<file path="config.mk">
export PLATFORM = sky130hd
export DESIGN_NAME = fetch_unit
export DESIGN_NICKNAME = d
export VERILOG_FILES = /design/src/rtl/fetch_unit.sv
export SDC_FILE = /design/constraint.sdc
export NUM_CORES = 1
export LEC_CHECK = 0
export CORE_MARGIN = 2
export CORE_UTILIZATION = 48
export CTS_BUF_LIST = sky130_fd_sc_hd__clkbuf_8
export CTS_CLUSTER_SIZE = 12
export DETAILED_ROUTE_END_ITERATION = 8
export PLACE_DENSITY = 0.85
export SLEW_MARGIN = 20
export SYNTH_ARGS = -nofsm -noshare
export SYNTH_HDL_FRONTEND = slang
export SYNTH_SLANG_ARGS = --single-unit
</file>
<file path="constraint.sdc">
create_clock -name clk -period 5.9 [get_ports clk]
set_input_delay 1.18 -clock clk [delete_from_list [all_inputs] [get_ports clk]]
set_output_delay 1.18 -clock clk [all_outputs]
set_load 0.01 [all_outputs]
</file>
<file path="src/rtl/fetch_unit.sv">
// Instruction fetch stage: owns the PC, fetches one word per req/ack handshake
// and holds at most one instruction for decode, with branch/jump redirect support.
//
// state | meaning
// IDLE  | out of reset, no request yet
// FETCH | request outstanding at addr_q
// FULL  | instruction presented to decode, no request
// DROP  | finishing an abandoned request, then fetch target_q
module fetch_unit #(
  parameter logic [31:0] RESET_PC = 32'h0040_0000
) (
  input  logic        clk,
  input  logic        reset,
  output logic        imem_req_o,
  output logic [31:0] imem_addr_o,
  input  logic        imem_ack_i,
  input  logic [31:0] imem_rdata_i,
  input  logic        stall_i,
  input  logic        redirect_i,
  input  logic [31:0] redirect_pc_i,
  output logic        instr_valid_o,
  output logic [31:0] instr_o,
  output logic [5:0]  opcode_o,
  output logic [31:0] pc_o,
  output logic [31:0] pc_plus4_o
);

  typedef enum logic [1:0] {
    IDLE  = 2'd0,
    FETCH = 2'd1,
    FULL  = 2'd2,
    DROP  = 2'd3
  } state_t;

  state_t      state;
  state_t      state_next;
  logic [31:0] addr_q;
  logic [31:0] target_q;
  logic [31:0] redirect_pc;
  logic        handshake;

  assign redirect_pc = {redirect_pc_i[31:2], 2'b00};
  assign handshake   = imem_req_o && imem_ack_i;
  assign opcode_o    = instr_o[31:26];
  assign pc_plus4_o  = pc_o + 32'd4;

  always_ff @(posedge clk or posedge reset) begin
    if (reset) state <= IDLE;
    else       state <= state_next;
  end

  always_comb begin
    state_next = state;
    case (state)
      IDLE:  state_next = FETCH;
      FETCH: begin
        if (handshake)       state_next = redirect_i ? FETCH : FULL;
        else if (redirect_i) state_next = DROP;
      end
      FULL:  if (redirect_i || !stall_i) state_next = FETCH;
      DROP:  if (handshake) state_next = FETCH;
      default: state_next = IDLE;
    endcase
  end

  // The request is a pure function of state, so an async reset drops it at once.
  always_comb begin
    imem_req_o  = (state == FETCH) || (state == DROP);
    imem_addr_o = addr_q;
  end

  always_ff @(posedge clk or posedge reset) begin
    if (reset) begin
      addr_q        <= RESET_PC;
      target_q      <= RESET_PC;
      instr_o       <= 32'h0;
      pc_o          <= RESET_PC;
      instr_valid_o <= 1'b0;
    end else begin
      case (state)
        FETCH: begin
          if (handshake) begin
            if (redirect_i) begin
              addr_q <= redirect_pc;
            end else begin
              instr_o       <= imem_rdata_i;
              pc_o          <= addr_q;
              instr_valid_o <= 1'b1;
              addr_q        <= addr_q + 32'd4;
            end
          end else if (redirect_i) begin
            target_q <= redirect_pc;
          end
        end
        FULL: begin
          if (redirect_i) begin
            instr_valid_o <= 1'b0;
            instr_o       <= 32'h0;
            addr_q        <= redirect_pc;
          end else if (!stall_i) begin
            instr_valid_o <= 1'b0;
          end
        end
        DROP: begin
          // Latest redirect wins, including one arriving with the ack.
          if (handshake)       addr_q   <= redirect_i ? redirect_pc : target_q;
          else if (redirect_i) target_q <= redirect_pc;
        end
        default: ;
      endcase
    end
  end

endmodule

</file>
==> flow_metrics.env <==
# implementation run metrics
export IMPL_outcome="complete, no violations"
export IMPL_hold_start="target_q[0]"
export IMPL_rsz0062_at_grt="no"
export IMPL_grt_max_degree=67
export IMPL_cp_slowest_cell="clkdlybuf4s50_1"
export IMPL_fmax_ghz=0.2501
export IMPL_synth_async_reset_ratio_pct=100.0
export IMPL_yosys_stat_area_sq_um=6531
export IMPL_yosysSeqAreaShare_pct=50.25
export IMPL_postSynthAreaPerCell_sq_um=11.00
export IMPL_dp_hpwl_um=13370
export IMPL_endpoint_kind="primary output"
export IMPL_yosys_cells=594
export IMPL_final_setup_skew_ns=0.009051
export IMPL_synth_xor_area_share_pct=3.889
export IMPL_max_vdd_ir_drop_v=0.0001596
export IMPL_die_w_um=120.7
export IMPL_crit_end="pc_plus4_o[29]"
export IMPL_area_delta_synth_final_pct=39.04
export IMPL_r2r_cells=5
export IMPL_crit_type="flip-flop to primary output"
export IMPL_switching_share_pct=32.74
export IMPL_grt_use_met1_pct=34.93
export IMPL_synth_main_ff_cell="dfrtp_1"
export IMPL_p_comb_share_pct=36.4
export IMPL_finalInstanceArea_sq_um=9081
export IMPL_finalCritPeriodShare_pct=67.78
export IMPL_setup_violations=0
export IMPL_grt_overflow=0
export IMPL_root_buffer="clkbuf_8"
export IMPL_clk_latency_ns=0.45
export IMPL_hold_viol=0
export IMPL_fin_hold_ws_ns=0.5019
export IMPL_synthCells=594
export IMPL_final_nets=849
export IMPL_cts_buffer_depth=2
export IMPL_wl_met1_um=7904
export IMPL_drc=0
export IMPL_p_sw_mw=1.195
export IMPL_tightestPinTransition_ns=0.8876
export IMPL_crit_path_max_fanout=7
export IMPL_netlist_area_sq_um=6531
export IMPL_top_cell_area_share_pct=49.04
export IMPL_placed_cells=934
export IMPL_first_pass_iters=5
export IMPL_r2r_start="state[1]"
export IMPL_worst_setup_path_start_kind="flip-flop"
export IMPL_cts_inserted_buffers=17
export IMPL_fp_row_count=42
export IMPL_warnings=28
export IMPL_edf_count=0
export IMPL_synth_cell_types=57
export IMPL_p_int_mw=2.456
export IMPL_path_cells="and3_1 -> nand3_1 -> nor3_1 -> nand3_1 -> xnor2_1 -> clkdlybuf4s50_1"
export IMPL_ant_nets=0
export IMPL_synthAoiAreaFrac_pct=17.97
export IMPL_drive_above_1_share_pct=13.40
export IMPL_cts_sinks=131
export IMPL_cp_data_required_time_ns=4.72
==> cell usage in the layout (no fill, tap or decap), types with 4 or more instances in the layout <==
cell | netlist | routed
a31oi_1 | 7 | 7
a22o_1 | 46 | 46
nor3_1 | 12 | 12
nor2_1 | 25 | 23
bufinv_16 | 0 | 5
o31ai_1 | 6 | 6
mux2_2 | 52 | 52
dfrtp_1 | 128 | 128
clkinvlp_4 | 0 | 4
xor2_1 | 11 | 11
o2bb2ai_1 | 6 | 6
mux2_1 | 9 | 9
a21oi_1 | 21 | 20
a22oi_1 | 9 | 9
o22ai_1 | 4 | 4
a221oi_1 | 4 | 4
and3_1 | 12 | 12
and4_1 | 8 | 8
clkbuf_8 | 0 | 18
nand2_1 | 32 | 32
and2_1 | 10 | 10
o41ai_1 | 4 | 4
nand3_1 | 18 | 18
o21ai_0 | 30 | 30
nand2b_1 | 5 | 5
clkdlybuf4s50_1 | 0 | 202
xnor2_1 | 18 | 18
o21ai_1 | 6 | 6
inv_1 | 11 | 11
nand4_1 | 10 | 10
buf_4 | 11 | 8
==> power groups by stage <==
stage | logic (mW) | clock network, mW | registers (mW)
after floorplan | 0.515 | 0 | 1.46
after global placement | 1.30 | 0 | 1.44
after detailed placement | 1.33 | 0 | 1.46
after CTS | 1.34 | 0.886 | 1.45
after global routing | 1.42 | 0.923 | 1.49
final | 1.33 | 0.868 | 1.45
==> layout make-up <==
class	count	area (sq um)	area share (%)
Clock buffer	18	247.7	2.728
Inverter	11	43.79	0.4822
Clock inverter	14	211.5	2.328
Multi-Input combinational cell	406	2974	32.75
Timing Repair Buffer	211	2102	23.15
Sequential cell	131	3282	36.14
Tap cell	176	220.2	2.425
==> registers in the layout (all words and copies together) (netlist names) <==
name,flops
instr_o,32
target_q,32
imem_addr_o,32
instr_valid_o,1
pc_o,32
state,2
Figure 1. Routed metal, one colour a layer.
Bar = 20 um.
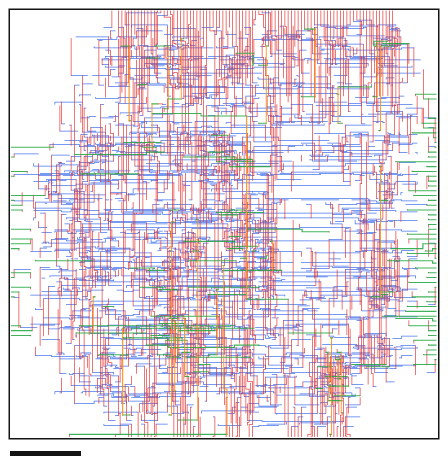
| layer | colour | wire length |
|---|---|---|
| metal 2 | red | 9140 um |
| metal 4 | orange | 578 um |
| metal 1 | blue | 7900 um |
| metal 3 | green | 1110 um |
Wirelength per Cell: 19.37 um
Routed WL: 18730 um
Vias: 5721
Tot GR Track Use: 26.28%

Figure 2. Cell placement.
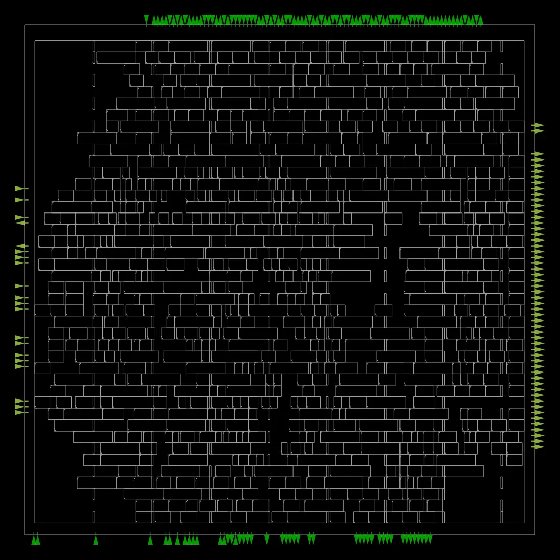
CORE AREA: 13240 sq um
fillers: 979

Figure 3. Pin placement.
Pins as bars across the die edge, other pins in grey.
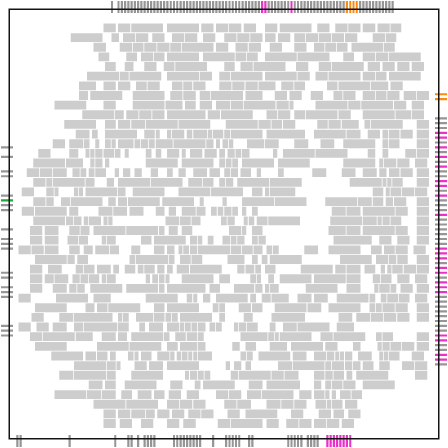
| port | colour | pins | direction | edge |
|---|---|---|---|---|
| pc_plus4_o | magenta | 32 | output | 21 right, 8 bottom, 3 top |
| opcode_o | orange | 6 | output | 4 top, 2 right |
| stall_i | green | 1 | input | left |
Chip Height: 120.7 um
I/O Buffers: 202

Figure 4. Wires at chosen ports, followed through buffers.
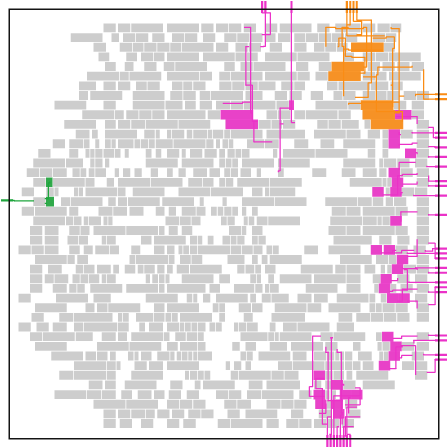
| port | colour | bits | direction | edge | end cells | buffers | wire |
|---|---|---|---|---|---|---|---|
| opcode_o | orange | 6 | output | 4 top, 2 right | 6 | 6 | 276 um |
| stall_i | green | 1 | input | left | 2 | 1 | 13.0 um |
| pc_plus4_o | magenta | 32 | output | 21 right, 8 bottom, 3 top | 32 | 32 | 578 um |
IO Pins: 205

Power figures rest on the tool's default switching activity, not on a simulated workload.
